### Cells by drive strength, run 1

Drawn at 3 px/micron.
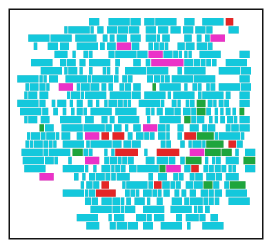
### Wiring heat map, run 1

Drawn at 4 px/micron. 17 x 15 tiles, from dark purple (low) to yellow (high), scaled to the fullest tile. Values are wire area over tile area, all layers added.
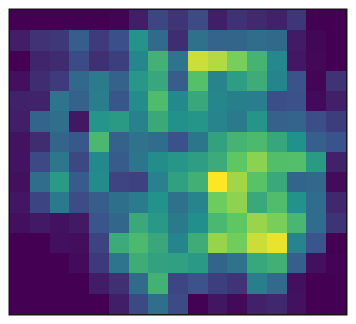
### Cell classes on the final placement, run 1

Drawn at 6 px/micron.
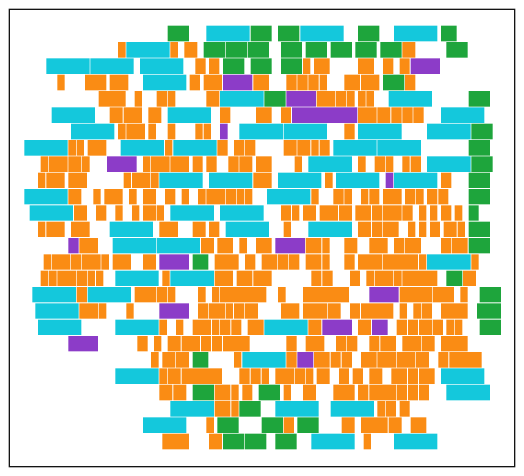
`src/rtl/tone_channel_scheduler_if.sv`:
```
// Request/response bundle between the music and sfx sources and the
// single-voice tone channel scheduler.
interface tone_channel_scheduler_if;
  logic [7:0] music_note;
  logic [3:0] music_dur;
  logic       music_valid;
  logic       music_ready;
  logic       sfx_req;
  logic [7:0] sfx_note;
  logic [3:0] sfx_dur;
  logic       sfx_ack;
  logic [7:0] note_out;
  logic       sfx_active;
  logic       tick_out;

  modport master (
    output music_note, music_dur, music_valid, sfx_req, sfx_note, sfx_dur,
    input  music_ready, sfx_ack, note_out, sfx_active, tick_out
  );
  modport slave (
    input  music_note, music_dur, music_valid, sfx_req, sfx_note, sfx_dur,
    output music_ready, sfx_ack, note_out, sfx_active, tick_out
  );
endinterface

```
`src/rtl/tone_channel_scheduler.sv`:
```
// Shares one tone generator between a music step source and a preempting
// sound-effect port; interrupted music is saved and resumed after the sfx.
module tone_channel_scheduler #(
  parameter int TICK_BITS = 18,
  parameter int GAP_TICKS = 1
) (
  input  logic                    clk,
  input  logic                    rst_n,
  input  logic                    en,
  tone_channel_scheduler_if.slave bus
);
  typedef enum logic [1:0] {S_IDLE, S_MUSIC, S_SFX, S_GAP} state_t;

  localparam logic [3:0] GAP_LOAD = (GAP_TICKS == 0) ? 4'd0 : 4'(GAP_TICKS - 1);
  localparam state_t     S_DONE   = (GAP_TICKS == 0) ? S_IDLE : S_GAP;

  state_t               r_state, w_state_nxt;
  logic [TICK_BITS-1:0] r_cnt;
  logic [3:0]           r_remain, w_remain_nxt, r_gap, w_gap_nxt;
  logic [3:0]           r_sv_remain, w_sv_remain_nxt;
  logic [7:0]           r_cur, w_cur_nxt, r_sv_note, w_sv_note_nxt, r_note_out;
  logic                 r_saved, w_saved_nxt, r_ack, r_tick;
  logic                 w_tick, w_expire, w_take_sfx, w_take_music;

  assign w_tick          = en & (&r_cnt);
  assign w_expire        = w_tick & (r_remain == 4'd0);
  assign w_take_sfx      = en & bus.sfx_req & (r_state != S_SFX);
  assign bus.music_ready = en & (r_state == S_IDLE) & ~bus.sfx_req;
  assign w_take_music    = bus.music_valid & bus.music_ready;

  always_comb begin
    w_state_nxt     = r_state;
    w_remain_nxt    = r_remain;
    w_gap_nxt       = r_gap;
    w_cur_nxt       = r_cur;
    w_saved_nxt     = r_saved;
    w_sv_note_nxt   = r_sv_note;
    w_sv_remain_nxt = r_sv_remain;
    if (en) begin
      unique case (r_state)
        S_IDLE: if (w_take_music) begin
          w_state_nxt  = S_MUSIC;
          w_cur_nxt    = bus.music_note;
          w_remain_nxt = bus.music_dur;
        end
        S_MUSIC: begin
          if (w_take_sfx && !w_expire) begin
            // a tick landing on the preempting edge still counts against the music note
            w_saved_nxt     = 1'b1;
            w_sv_note_nxt   = r_cur;
            w_sv_remain_nxt = w_tick ? r_remain - 4'd1 : r_remain;
          end else if (w_expire) begin
            w_state_nxt = S_DONE;
            w_gap_nxt   = GAP_LOAD;
          end else if (w_tick) begin
            w_remain_nxt = r_remain - 4'd1;
          end
        end
        S_SFX: begin
          if (w_expire) begin
            if (r_saved) begin
              w_state_nxt  = S_MUSIC;
              w_cur_nxt    = r_sv_note;
              w_remain_nxt = r_sv_remain;
              w_saved_nxt  = 1'b0;
            end else begin
              w_state_nxt = S_DONE;
              w_gap_nxt   = GAP_LOAD;
            end
          end else if (w_tick) begin
            w_remain_nxt = r_remain - 4'd1;
          end
        end
        S_GAP: if (w_tick) begin
          if (r_gap == 4'd0) w_state_nxt = S_IDLE;
          else               w_gap_nxt   = r_gap - 4'd1;
        end
      endcase
      // sfx acceptance overrides whatever the current state decided
      if (w_take_sfx) begin
        w_state_nxt  = S_SFX;
        w_cur_nxt    = bus.sfx_note;
        w_remain_nxt = bus.sfx_dur;
      end
    end
  end

  always_ff @(posedge clk) begin
    if (!rst_n) begin
      r_state     <= S_IDLE;
      r_cnt       <= '0;
      r_remain    <= '0;
      r_gap       <= '0;
      r_cur       <= '0;
      r_saved     <= 1'b0;
      r_sv_note   <= '0;
      r_sv_remain <= '0;
      r_note_out  <= '0;
      r_ack       <= 1'b0;
      r_tick      <= 1'b0;
    end else begin
      if (en) r_cnt <= r_cnt + TICK_BITS'(1);
      r_state     <= w_state_nxt;
      r_remain    <= w_remain_nxt;
      r_gap       <= w_gap_nxt;
      r_cur       <= w_cur_nxt;
      r_saved     <= w_saved_nxt;
      r_sv_note   <= w_sv_note_nxt;
      r_sv_remain <= w_sv_remain_nxt;
      r_ack       <= w_take_sfx;
      r_tick      <= w_tick;
      r_note_out  <= (en && (w_state_nxt == S_MUSIC || w_state_nxt == S_SFX)) ? w_cur_nxt : 8'd0;
    end
  end

  assign bus.note_out   = r_note_out;
  assign bus.sfx_ack    = r_ack;
  assign bus.tick_out   = r_tick;
  assign bus.sfx_active = (r_state == S_SFX);
endmodule

```
`src/flat_wrapper.sv`:
```
// flat-port wrapper written by rule: the top's interface ports become plain ports
module tone_channel_scheduler_flat 
#(
  parameter int TICK_BITS = 18,
  parameter int GAP_TICKS = 1
)
  (clk, rst_n, en, bus_music_note, bus_music_dur, bus_music_valid, bus_sfx_req, bus_sfx_note, bus_sfx_dur, bus_music_ready, bus_sfx_ack, bus_note_out, bus_sfx_active, bus_tick_out);
  tone_channel_scheduler_if bus_i ();
  input  logic clk;
  input  logic rst_n;
  input  logic en;
  input wire logic [$bits(bus_i.music_note)-1:0] bus_music_note;
  input wire logic [$bits(bus_i.music_dur)-1:0] bus_music_dur;
  input wire logic [$bits(bus_i.music_valid)-1:0] bus_music_valid;
  input wire logic [$bits(bus_i.sfx_req)-1:0] bus_sfx_req;
  input wire logic [$bits(bus_i.sfx_note)-1:0] bus_sfx_note;
  input wire logic [$bits(bus_i.sfx_dur)-1:0] bus_sfx_dur;
  output wire logic [$bits(bus_i.music_ready)-1:0] bus_music_ready;
  output wire logic [$bits(bus_i.sfx_ack)-1:0] bus_sfx_ack;
  output wire logic [$bits(bus_i.note_out)-1:0] bus_note_out;
  output wire logic [$bits(bus_i.sfx_active)-1:0] bus_sfx_active;
  output wire logic [$bits(bus_i.tick_out)-1:0] bus_tick_out;
  assign bus_i.music_note = bus_music_note;
  assign bus_i.music_dur = bus_music_dur;
  assign bus_i.music_valid = bus_music_valid;
  assign bus_i.sfx_req = bus_sfx_req;
  assign bus_i.sfx_note = bus_sfx_note;
  assign bus_i.sfx_dur = bus_sfx_dur;
  assign bus_music_ready = bus_i.music_ready;
  assign bus_sfx_ack = bus_i.sfx_ack;
  assign bus_note_out = bus_i.note_out;
  assign bus_sfx_active = bus_i.sfx_active;
  assign bus_tick_out = bus_i.tick_out;
  tone_channel_scheduler #(.TICK_BITS(TICK_BITS), .GAP_TICKS(GAP_TICKS)) u_core (.clk(clk), .rst_n(rst_n), .en(en), .bus(bus_i));
endmodule
```
`config.mk`:
```
export PLATFORM = sky130hd
export DESIGN_NAME = tone_channel_scheduler_flat
export DESIGN_NICKNAME = d
export VERILOG_FILES = /design/src/rtl/tone_channel_scheduler_if.sv /design/src/rtl/tone_channel_scheduler.sv /design/src/flat_wrapper.sv
export SDC_FILE = /design/constraint.sdc
export NUM_CORES = 1
export LEC_CHECK = 0
export CORE_ASPECT_RATIO = 0.9
export CORE_MARGIN = 2
export CORE_UTILIZATION = 55
export DETAILED_ROUTE_END_ITERATION = 12
export GPL_ROUTABILITY_DRIVEN = 0
export GPL_TIMING_DRIVEN = 0
export PLACE_DENSITY = 0.84
export RECOVER_POWER = 100
export REMOVE_ABC_BUFFERS = 1
export SLEW_MARGIN = 10
export SYNTH_ARGS = -nofsm -noshare
export SYNTH_HDL_FRONTEND = slang
export SYNTH_SLANG_ARGS = --single-unit
export TNS_END_PERCENT = 50
```
`constraint.sdc`:
```
create_clock -name clk -period 2.75 [get_ports clk]
set_clock_uncertainty 0.05 [all_clocks]
set_input_delay 0.55 -clock clk [delete_from_list [all_inputs] [get_ports clk]]
set_output_delay 0.55 -clock clk [all_outputs]
set_load 0.1 [all_outputs]
```
==> results.txt, run 1 <==
Cts hold-fix bufs: 0
Seq/Total Area, Yosys: 37.3%
Routed Antenna Nets: 0
Cells in synth_stat.txt: 395
Synth Cell Area: 0.00317 sq mm
Vias: 3035
CP endpoint kind: register
First-pass GRT wire length: 13.1 mm
Status: finished clean
RSZ-0062 raised after global routing: no
Final Setup Violations: 0
Basic Gates by Area: 24.2%
Critical-path cell list: clkdlybuf4s50_1 > nand3b_1 > nor2_2 > a21oi_1 > a21o_1 > a221oi_1 > nor3_1
Critical path startpoint category: input port
Chip footprint: 0.00638 sq mm
Average routed wire per standard cell: 16.1 microns
CTS Buffer Depth: 2
Total CTS buffers: 9
CTS Sinks: 59
CTS tree: yes
Ys flops: 59
Largest net degree at the start of global routing: 47
Late-Pin Clk Latency: 0.35 ns
CORE AREA: 0.00563 sq mm
Worst path slowest cell: clkdlybuf4s50_1
Nets: 464
Crit Path Category: input port to register
Area Growth Syn to Fin: 19.7%
Ys async rst share: 0%
Init Core Util: 56.3%
Kind of cell adding the most delay to the critical path: simple AND/OR/NAND/NOR gates
Slew Viols, Final: 0
Fmax: 0.385 GHz
Syn_area_per_cell: 8.02 sq um
Top-area cell share: 37.3%
Critical path peak fanout: 10
RR Startpoint: u_core.r_cnt[0]
I/O pin cnt: 41
Reg clk slew, reported paths: 0.07 ns
Cell variety after synth: 51
Post-synth EDFFs: 0
Crit share post-route: 94.5%
Syn. warnings: 0
Post-layout min period: 2.60 ns
Top post-synthesis cells by count: dfxtp_1, nand2_1, nor2_1
Critical Path Source: bus_sfx_req
Residual DRC: 0
# diodes: 0
Leak Pwr: 1.36 nW
1st-pass router iterations: 5
Initial antenna violation count: 0
Critical path buffers and inverters: 1
Mux share: 0.632%
Layout cells sized above 1: 8.82%
Max H-tree Level: 3
CP max stage delay: 0.59 ns
I/O Buffers: 40
Worst slack, placed: -1.38 ns
Main logic family after synthesis: simple AND/OR/NAND/NOR gates
Total power: 2.20 mW
Crit path to: u_core.r_cur[3]
Routed wire length: 8.07 mm
Most frequent cell after synthesis: dfxtp_1
Capture point of the worst reg-to-reg path: u_core.r_cur[3]
Flop2flop setup slack: 0.21 ns
Yosys-reported design area after synthesis: 0.00317 sq mm
Max VDD drop: 0.356 mV
Tightest Pin Transition: 0.976 ns
Cell area leaders: dfxtp_1, nand2_1, nor2_1
Synth Flop Type: dfxtp_1
Ao+oa area frac: 22.8%
Arrival @ worst endpoint: 2.75 ns
Setup TNS Final: 0 ns
XOR/XNOR Area Share: 6.04%
Tightest Hold Check Type: register to register
DR iter-0 viols: 202
Worst relative slew slack: 34.7%
Tot GR Track Use: 25.2%
Req. time, crit path: 2.90 ns
Die Ht: 76 microns
HPWL after detailed placement: 5.22 mm
Final instance area: 0.00379 sq mm
R2R cell count: 7
CTS root buffer: clkbuf_8
Row cnt: 26
GR Overflow Total: 0
Max-cap violations: 0
Adder share: 3.55%
-- 'Cells by drive strength' (at the start) --
legend:
  magenta:
    size: _6 and larger
    cells: 11
    share: 2.6%
  red:
    size: _3 and _4 cells
    cells: 11
    share: 2.6%
  cyan:
    size: _0 and _1 cells
    cells: 393
    share: 91%
  green:
    size: _2 cells
    cells: 16
    share: 3.7%

-- 'Wiring heat map' (at the start) --
tiles over half the peak: 27%
emptiest ninth of the die: lower left
nearly empty tiles: 13%
mean over tiles: 0.20

-- 'Cell classes on the final placement' (at the start) --
legend:
  purple:
    class: clock drivers and dummy loads
    cells: 16
    share_of_their_area: 5.3%
  green:
    class: other buffers and delay cells
    cells: 43
    share_of_their_area: 11%
  orange:
    class: combinational and other logic
    cells: 313
    share_of_their_area: 52%
  cyan:
    class: flops
    cells: 59
    share_of_their_area: 32%

==> run 1: cell usage in the layout, fill, tap and decap left out, drive strengths merged, types with 7 or more instances in the layout <==
master         instances
dfxtp                 59
nand2                 41
nor2                  38
o21ai                 26
clkdlybuf4s50         26
nor3                  25
a21oi                 22
inv                   17
nand3                 17
clkbuf                14
o22ai                 13
xnor2                 11
dlygate4sd3           11
xor2                  10
nand4                  9
ha                     9
a21o                   8
a221oi                 7
==> run 1: logic make-up (layout without fill, tap and decap cells) <==
| logic type | count (synthesis) | count (layout) |
|---|---|---|
| and+or+nand+nor | 156 | 156 |
| AOI/OAI and AO/OA | 108 | 108 |
| DFF | 59 | 59 |
| buffers and inverters | 40 | 76 |
| xor gates and xnor gates | 21 | 21 |
| adders and majority gates | 9 | 9 |
| muxes | 2 | 2 |
==> run 1: layer usage <==
| metal | part of all wire [%] | track usage [%] | vias up | routed length (microns) |
|---|---|---|---|---|
| li1 | - | - | 1491 | - |
| met1 | 44 | 31.4 | 1419 | 3520 |
| met2 | 49 | 41.8 | 109 | 3950 |
| met3 | 6.0 | 6.07 | 16 | 485 |
| met4 | 1.5 | 10.5 | 0 | 123 |
| met5 | 0 | 0 | - | 0 |
==> run 1: worst min path at each step <==
stage | startpoint | end | slack [ns] | cells after the start
finish | u_core.r_sv_note[6] | u_core.r_sv_note[6] | 0.41 | 2
global route | u_core.r_sv_note[1] | u_core.r_sv_note[1] | 0.44 | 2
CTS | u_core.r_sv_note[6] | u_core.r_sv_note[6] | 0.41 | 2
detailed placement | u_core.r_sv_note[6] | u_core.r_sv_note[6] | 0.40 | 2
global placement | u_core.r_sv_remain[1] | u_core.r_sv_remain[1] | 0.39 | 2
floorplan | u_core.r_sv_remain[1] | u_core.r_sv_remain[1] | 0.38 | 2
==> run 1: flip-flops by register name, indices dropped and copies added (netlist names) <==
name and count:
u_core.r_cnt 18, u_core.bus.note_out 8, u_core.r_cur 8, u_core.r_sv_note 8, u_core.r_gap 4, u_core.r_remain 4, u_core.r_sv_remain 4, u_core.r_state 2
u_core.bus.sfx_ack 1, u_core.bus.tick_out 1, u_core.r_saved 1
==> run 1: power by group <==
group | internal, mW | switching [mW]
combinational | 0.171 | 0.310
sequential | 0.890 | 0.0312
clock | 0.442 | 0.351
==> run 1: cell type report <==
cell class,count,area (sq um)
multi-input cells,296,1850
fillers,457,1840
flip-flops and latches,59,1180
repair buffers,43,417
clock buffers,12,145
well taps,70,87.6
inverters,17,63.8
clock inverters,4,50.0
==> run 1: metrics by stage <==
step | std cells | hold slack, ns | util [%]
after floorplan | 372 | 0.382 | -
after global routing | 501 | 0.436 | 67.4
after global placement | 482 | 0.392 | 63.1
after detailed placement | 482 | 0.399 | 63.1
final | 501 | 0.407 | 67.4
after CTS | 498 | 0.408 | 67.0
==> run 1: worst min-delay path, delay by kind of cell (launching register included) <==
kind / cells / cell delay (ns)
AND-OR/OR-AND: 1 / 0.05
flip-flops: 1 / 0.31
AND/OR/NAND/NOR: 1 / 0.05
==> run 1: what timing repair did <==
item / in CTS / in global routing
buffers inserted: 0 / 3
pin swaps: 0 / 1
endpoints found under the setup margin: 47 / 25
gates resized: 18 / 6
### The clock network, run 1

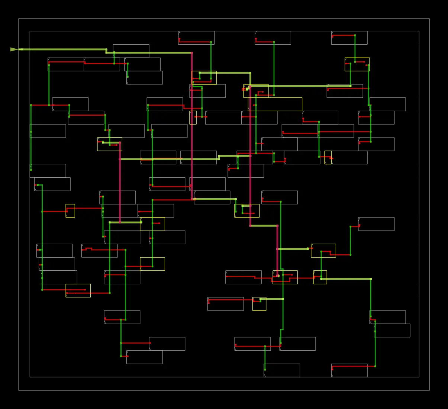

## Run 2: what changed since run 1
Settings changed: CORE_UTILIZATION 55 to 45, PLACE_DENSITY 0.84 to 0.72, REMOVE_ABC_BUFFERS 1 to unset.
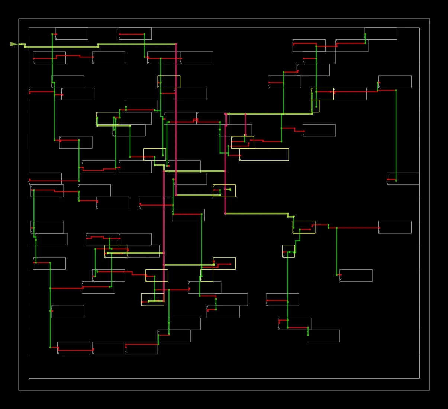
*The clock network, run 2*
P_clk: 0.821 mW
Late-Pin Clk Latency: 0.35 ns
registers: 59

==> run 2 against run 1 <==
Net effect: routed wire length rose by 8.8%; combinational power grew 2%; maximum frequency is 0.93% lower; synthesized area unchanged; setup slack got worse by 0.024 ns; utilization down 11 points; critical endpoint is now u_core.bus.note_out[6]; largest cell class unchanged; largest power group unchanged.
==> results.txt, run 2 <==
Cells in synth_stat.txt: 395 (unchanged)
Total power: 2.24 mW (was 2.20 mW)
Die Ht: 83.6 microns (was 76 microns)
Ao+oa area frac: 22.8% (unchanged)
Cell area leaders: dfxtp_1, nand2_1, nor2_1 (unchanged)
DR iter-0 viols: 265 (was 202)
Ys async rst share: 0% (unchanged)
Kind of cell adding the most delay to the critical path: simple AND/OR/NAND/NOR gates (unchanged)
Final Util: 56.1% (was 67.4%)
Critical Path Source: u_core.r_remain[0] (was bus_sfx_req)
I/O Buffers: 37 (was 40)
Most frequent cell after synthesis: dfxtp_1 (unchanged)
Routed wire length: 8.78 mm (was 8.07 mm)
Init Core Util: 45.7% (was 56.3%)
Worst relative slew slack: 34.4% (was 34.7%)
CORE AREA: 0.00693 sq mm (was 0.00563 sq mm)
Synth Flop Type: dfxtp_1 (unchanged)
GR Overflow Total: 0 (unchanged)
Placed Instances: 525 (was 482)
Crit share post-route: 95.4% (was 94.5%)
Tightest Pin Transition: 0.981 ns (was 0.976 ns)
Reg clk slew, reported paths: 0.07 ns (about the same)
Top post-synthesis cells by count: dfxtp_1, nand2_1, nor2_1 (unchanged)
1st-pass router iterations: 5 (unchanged)
Max-cap violations: 0 (unchanged)
Commonest Layout Cell: dfxtp_1 (unchanged)
Area Growth Syn to Fin: 22.7% (was 19.7%)
Largest register FFs: 18 (unchanged)
Status: finished clean (unchanged)
GR Layer Usage met1: 30.9% (was 31.4%)
Most frequent logic cells in the routed design: dfxtp_1, nand2_1, nor2_1 (unchanged)
Routing usage on met2: 36.0% (was 41.8%)
HP Start: u_core.r_sv_remain[3] (was u_core.r_sv_note[6])
Syn. warnings: 0 (unchanged)
Initial antenna violation count: 0 (unchanged)
Leak Pwr: 1.37 nW (was 1.36 nW)
Critical path startpoint category: register (was input port)
XOR/XNOR Area Share: 6.04% (unchanged)
Crit Path Category: register to register (was input port to register)
Tightest Hold Check Type: register to register (unchanged)
First-pass GRT wire length: 14.6 mm (was 13.1 mm)
I/O pin cnt: 41 (unchanged)
Critical-path cell list: inv_1 > ha_1 > nor3b_4 > buf_4 > nand4_4 > a221oi_2 > xor2_2 > nor3_1 (was clkdlybuf4s50_1 > nand3b_1 > nor2_2 > a21oi_1 > a21o_1 > a221oi_1 > nor3_1)
Routed Antenna Nets: 0 (unchanged)
HPWL after detailed placement: 6.17 mm (was 5.22 mm)
CTS Sinks: 59 (unchanged)
RR Startpoint: u_core.r_remain[0] (was u_core.r_cnt[0])
Residual DRC: 0 (unchanged)
Tot GR Track Use: 23.6% (was 25.2%)
Basic Gates by Area: 24.2% (unchanged)
Cts hold-fix bufs: 0 (unchanged)
Cell variety after synth: 51 (unchanged)
Total CTS buffers: 9 (unchanged)
-- run 2: cell count changes in the layout (fill, tap and decap cells not counted), sizes merged --
cell           previous run  this run
dlygate4sd2               0         1
clkbuf                   14        29
buf                       3         9
clkdlybuf4s15             1         0
clkdlybuf4s50            26        35
dlygate4sd3              11         0
-- run 2: path summary, 6_finish.rpt --
path	to	slack, ns	depth (start not counted)
worst max-delay path	u_core.bus.note_out[6]	0.13	8
worst max register to register	u_core.bus.note_out[6]	0.13	8
worst min register to register	u_core.r_sv_remain[3]	0.41	2
worst min-delay path	u_core.r_sv_remain[3]	0.41	2
-- run 2: cell families (layout without fill, tap and decap cells) --
logic type      after synthesis  count (layout)
simple gates                156             156
fa+ha+maj                     9               9
mux                           2               2
buf+inv                      40              95
xor+xnor                     21              21
compound gates              108             108
flops                        59              59
-- run 2: metal layers --
metal / share of wire, % / vias to the layer above
li1: - / 1534
met1: 45 / 1453
met2: 45 / 114
met3: 7.9 / 21
met4: 1.9 / 0
met5: 0 / -
-- run 2: final cells by class --
class / count / area (sq um) / area share (%)
timing repair buffer: 40 / 389 / 10.0
buffer: 23 / 105 / 2.70
tap: 93 / 116 / 2.99
sequential: 59 / 1180 / 30.4
inverter: 17 / 63.8 / 1.64
clock buffer: 11 / 151 / 3.90
clock inverter: 4 / 50.0 / 1.29
multi-input combinational: 296 / 1830 / 47.1
-- run 2: what timing repair did --
item	in CTS	in global routing
pin swaps	0	1
setup buffers	0	3
setup endpoints to repair	20	26
hold endpoints to repair	0	0
resized	9	1
-- run 2: power by group --
| part | switching [mW] | internal (mW) |
|---|---|---|
| clock network | 0.360 | 0.461 |
| logic | 0.319 | 0.174 |
| registers | 0.0331 | 0.890 |
-- run 2: metrics by stage --
step / area [sq um] / setup WS, ns / hold slack [ns]
after floorplan: 3170 / 0.296 / 0.382
after global placement: 3660 / -0.362 / 0.393
after detailed placement: 3660 / -0.373 / 0.400
after CTS: 3870 / 0.0736 / 0.410
after global routing: 3890 / -0.00554 / 0.428
final: 3890 / 0.127 / 0.408
-- run 2: worst register-to-register path, cell delays in order, from the launching register on --
cell,delay (ns)
dfxtp_1,0.38
inv_1,0.14
ha_1,0.16
nor3b_4,0.42
buf_4,0.20
nand4_4,0.14
a221oi_2,0.42
xor2_2,0.45
nor3_1,0.12
### Wiring heat map, run 2

Drawn at 4 px/micron. 18 x 17 tiles, from dark purple (low) to yellow (high), scaled to the fullest tile. Values are wire area over tile area, all layers added.
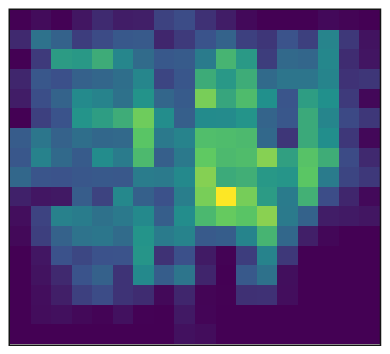

## Run 3: what changed since run 2
Settings changed: CORE_MARGIN 2 to unset, PLACE_DENSITY 0.72 to 0.67.
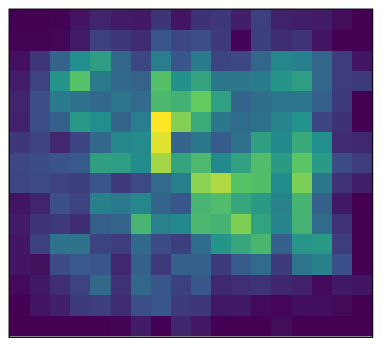
*Wiring heat map, run 3*
Drawn at 4 px/micron. 18 x 16 tiles, from dark purple (low) to yellow (high), scaled to the fullest tile. Values are wire area over tile area, all layers added.
emptiest ninth of the die: lower left
densest ninth of the die: centre
tiles over half the peak: 18%

==> run 3 against run 2 <==
Net effect: via count rose by 1.3%; clock power fell by 5.5%; register-to-register slack improved by 0.04 ns; power fell by 1.9%; flip-flop count did not move; global-route usage rose by 1.5 points; first-iteration DRC count fell by 19%; critical endpoint unchanged; cell area fell by 0.16%; die size fell by 4.5%.
==> results.txt, run 3 <==
Status: finished clean (unchanged)
Reg clk slew, reported paths: 0.07 ns (about the same)
Row cnt: 28 (was 29)
Layout cells sized above 1: 8.44% (was 8.67%)
Largest register FFs: 18 (unchanged)
Setup TNS Final: 0 ns (unchanged)
Syn_area_per_cell: 8.02 sq um (unchanged)
Syn. warnings: 0 (unchanged)
Synth Flop Type: dfxtp_1 (unchanged)
Post-layout min period: 2.63 ns (was 2.62 ns)
Worst relative slew slack: 23.3% (was 34.4%)
Commonest Layout Cell: dfxtp_1 (unchanged)
Leak Pwr: 1.39 nW (was 1.37 nW)
Logic area: 0.00184 sq mm (was 0.00183 sq mm)
WHS: 0.406 ns (was 0.408 ns)
Final Util: 58.0% (was 56.1%)
Max H-tree Level: 3 (unchanged)
I/O Buffers: 37 (unchanged)
Routed Antenna Nets: 0 (unchanged)
DR iter-0 viols: 214 (was 265)
Seq/Total Area, Yosys: 37.3% (unchanged)
Critical-path cell list: clkdlybuf4s50_1 > nand3b_1 > a22oi_1 > o2111ai_1 > o311ai_2 > xor2_4 > nor3_1 (was inv_1 > ha_1 > nor3b_4 > buf_4 > nand4_4 > a221oi_2 > xor2_2 > nor3_1)
Ys async rst share: 0% (unchanged)
Max VDD drop: 0.338 mV (was 0.281 mV)
CTS Sinks: 59 (unchanged)
Nets: 484 (unchanged)
CTS Buffer Depth: 2 (unchanged)
Critical path startpoint category: input port (was register)
Slew Viols, Final: 0 (unchanged)
Yosys-reported design area after synthesis: 0.00317 sq mm (unchanged)
Chip footprint: 0.00738 sq mm (was 0.00773 sq mm)
Area Growth Syn to Fin: 22.5% (was 22.7%)
Tightest Pin Transition: 1.16 ns (was 0.981 ns)
Die Ht: 81.6 microns (was 83.6 microns)
Most frequent cell after synthesis: dfxtp_1 (unchanged)
Post-synth EDFFs: 0 (unchanged)
Largest reg by FF count: u_core.r_cnt (unchanged)
Residual DRC: 0 (unchanged)
Crit Path Category: input port to register (was register to register)
Setup ws final: 0.121 ns (was 0.127 ns)
Placed Instances: 522 (was 525)
Max-cap violations: 0 (unchanged)
Late-Pin Clk Latency: 0.34 ns (was 0.35 ns)
Worst path slowest cell: clkdlybuf4s50_1 (was xor2_2)
Kind of cell adding the most delay to the critical path: AND-OR/OR-AND gates (was simple AND/OR/NAND/NOR gates)
Cts hold-fix bufs: 0 (unchanged)
Synth Cell Area: 0.00317 sq mm (unchanged)
RSZ-0062 raised after global routing: no
Critical path peak fanout: 8 (was 9)
Most frequent logic cells in the routed design: dfxtp_1, nand2_1, nor2_1 (unchanged)
CORE AREA: 0.00669 sq mm (was 0.00693 sq mm)
Cells in synth_stat.txt: 395 (unchanged)
Vias: 3162 (was 3122)
Tightest Hold Check Type: register to register (unchanged)
Top post-synthesis cells by count: dfxtp_1, nand2_1, nor2_1 (unchanged)
Top-area cell share: 37.3% (unchanged)
Sequential cell area: 0.00118 sq mm (unchanged)
Critical path buffers and inverters: 1 (was 2)
Cell variety after synth: 51 (unchanged)
Ys flops: 59 (unchanged)
1st-pass router iterations: 5 (unchanged)
I/O pin cnt: 41 (unchanged)
HPWL after detailed placement: 6.18 mm (was 6.17 mm)
Init Core Util: 47.3% (was 45.7%)
CTS tree: yes (unchanged)
CP endpoint kind: register (unchanged)
Fillcell total: 642 (was 649)
Tot GR Track Use: 25.1% (was 23.6%)
Total CTS buffers: 9 (unchanged)
GR Overflow Total: 0 (unchanged)
Arrival @ worst endpoint: 2.80 ns (was 2.78 ns)
Crit share post-route: 95.6% (was 95.4%)
Flop2flop setup slack: 0.17 ns (was 0.13 ns)
Routed wire length: 8.86 mm (was 8.78 mm)
Cell area leaders: dfxtp_1, nand2_1, nor2_1 (unchanged)
Final Setup Violations: 0 (unchanged)
Worst slack, placed: -0.368 ns (was -0.373 ns)
Fmax: 0.380 GHz (was 0.381 GHz)
First-pass GRT wire length: 14.3 mm (was 14.6 mm)
Initial antenna violation count: 0 (unchanged)
CP max stage delay: 0.58 ns (was 0.45 ns)
Largest net degree at the start of global routing: 12 (was 11)
# diodes: 0 (unchanged)
CTS root buffer: clkbuf_8 (unchanged)
Req. time, crit path: 2.92 ns (was 2.91 ns)
Final std cells w/o fill: 540 (was 543)
## run 3: cell types whose count changed in the layout (fill, tap and decap cells not counted), sizes merged
cell,before,now
clkdlybuf4s50,35,25
dlygate4sd3,0,10
clkinv,1,3
buf,9,8
dlygate4sd2,1,0
## run 3: cells by family after synthesis
kind of cell | Yosys count | synth area share, %
xor+xnor | 21 | 6.04
mux | 2 | 0.632
fa+ha+maj | 9 | 3.55
flops | 59 | 37.3
simple gates | 156 | 24.3
buf+inv | 40 | 5.41
compound gates | 108 | 22.8
## run 3: through the flow
stage / cell area, sq um / power, mW
3_3_place_gp: 3660 / 1.40
3_5_place_dp: 3660 / 1.41
4_1_cts: 3850 / 2.19
6_report: 3880 / 2.20
5_1_grt: 3880 / 2.29
2_1_floorplan: 3170 / 1.26
## run 3: timing repair
action                                  CTS  global route
setup buffers                             0             3
endpoints found under the setup margin   17            29
resized                                   9             3
## run 3: per-layer routing
metal / global-route usage, % / share of wire [%] / vias up
met2: 40.9 / 45 / 129
met3: 6.85 / 6.9 / 20
met1: 31.5 / 46 / 1474
li1: - / - / 1539
met5: 0 / 0 / -
met4: 11.3 / 2.1 / 0
## run 3: worst min-delay path, delay by kind of cell (launching register included)
family          cells  cell delay (ns)
compound gates      1             0.05
simple gates        1             0.05
flops               1             0.31
## run 3: final timing paths
path | start | to | cells past startpoint
worst max-delay path | bus_music_valid | u_core.bus.note_out[6] | 7
worst min-delay path | u_core.r_sv_remain[3] | u_core.r_sv_remain[3] | 2
worst min register to register | u_core.r_sv_remain[3] | u_core.r_sv_remain[3] | 2
worst max register to register | u_core.r_state[0] | u_core.bus.note_out[6] | 7
## run 3: layout make-up
type	count	share of cell area, %
plain buffers	23	2.77
well taps	90	2.90
flip-flops and latches	59	30.4
clock buffers	9	3.19
clock inverters	6	1.74
repair buffers	40	9.80
multi-input cells	296	47.5
inverters	17	1.64
## run 3: report_power, final
part,internal (mW),switching [mW],total (mW)
clock network,0.414,0.362,0.776
logic,0.170,0.327,0.497
registers,0.890,0.0330,0.923
total,1.47,0.722,2.20

==> notes/layouts.md <==
Pictures saved along the way, in no particular order.

M3 wires.
Drawn at 4 px/micron.
picture 1
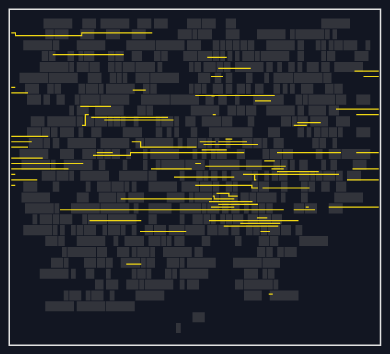
picture 2
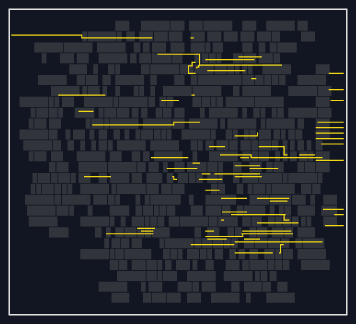
picture 3
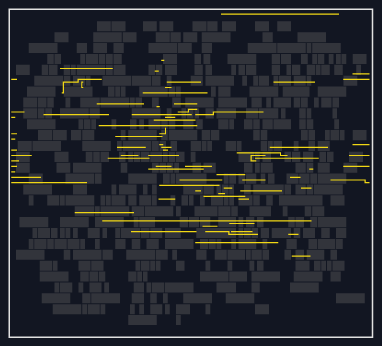
run 2 -> picture 1
run 1 -> picture 2
run 3 -> picture 3

Key to picture 2:
wire length on this layer: 485 microns
share of all routed wire: 6.0%
nets with wire on the layer: 44
longest straight run: 21.6 microns

No activity file was given, so power comes from the tool's default toggle rates.
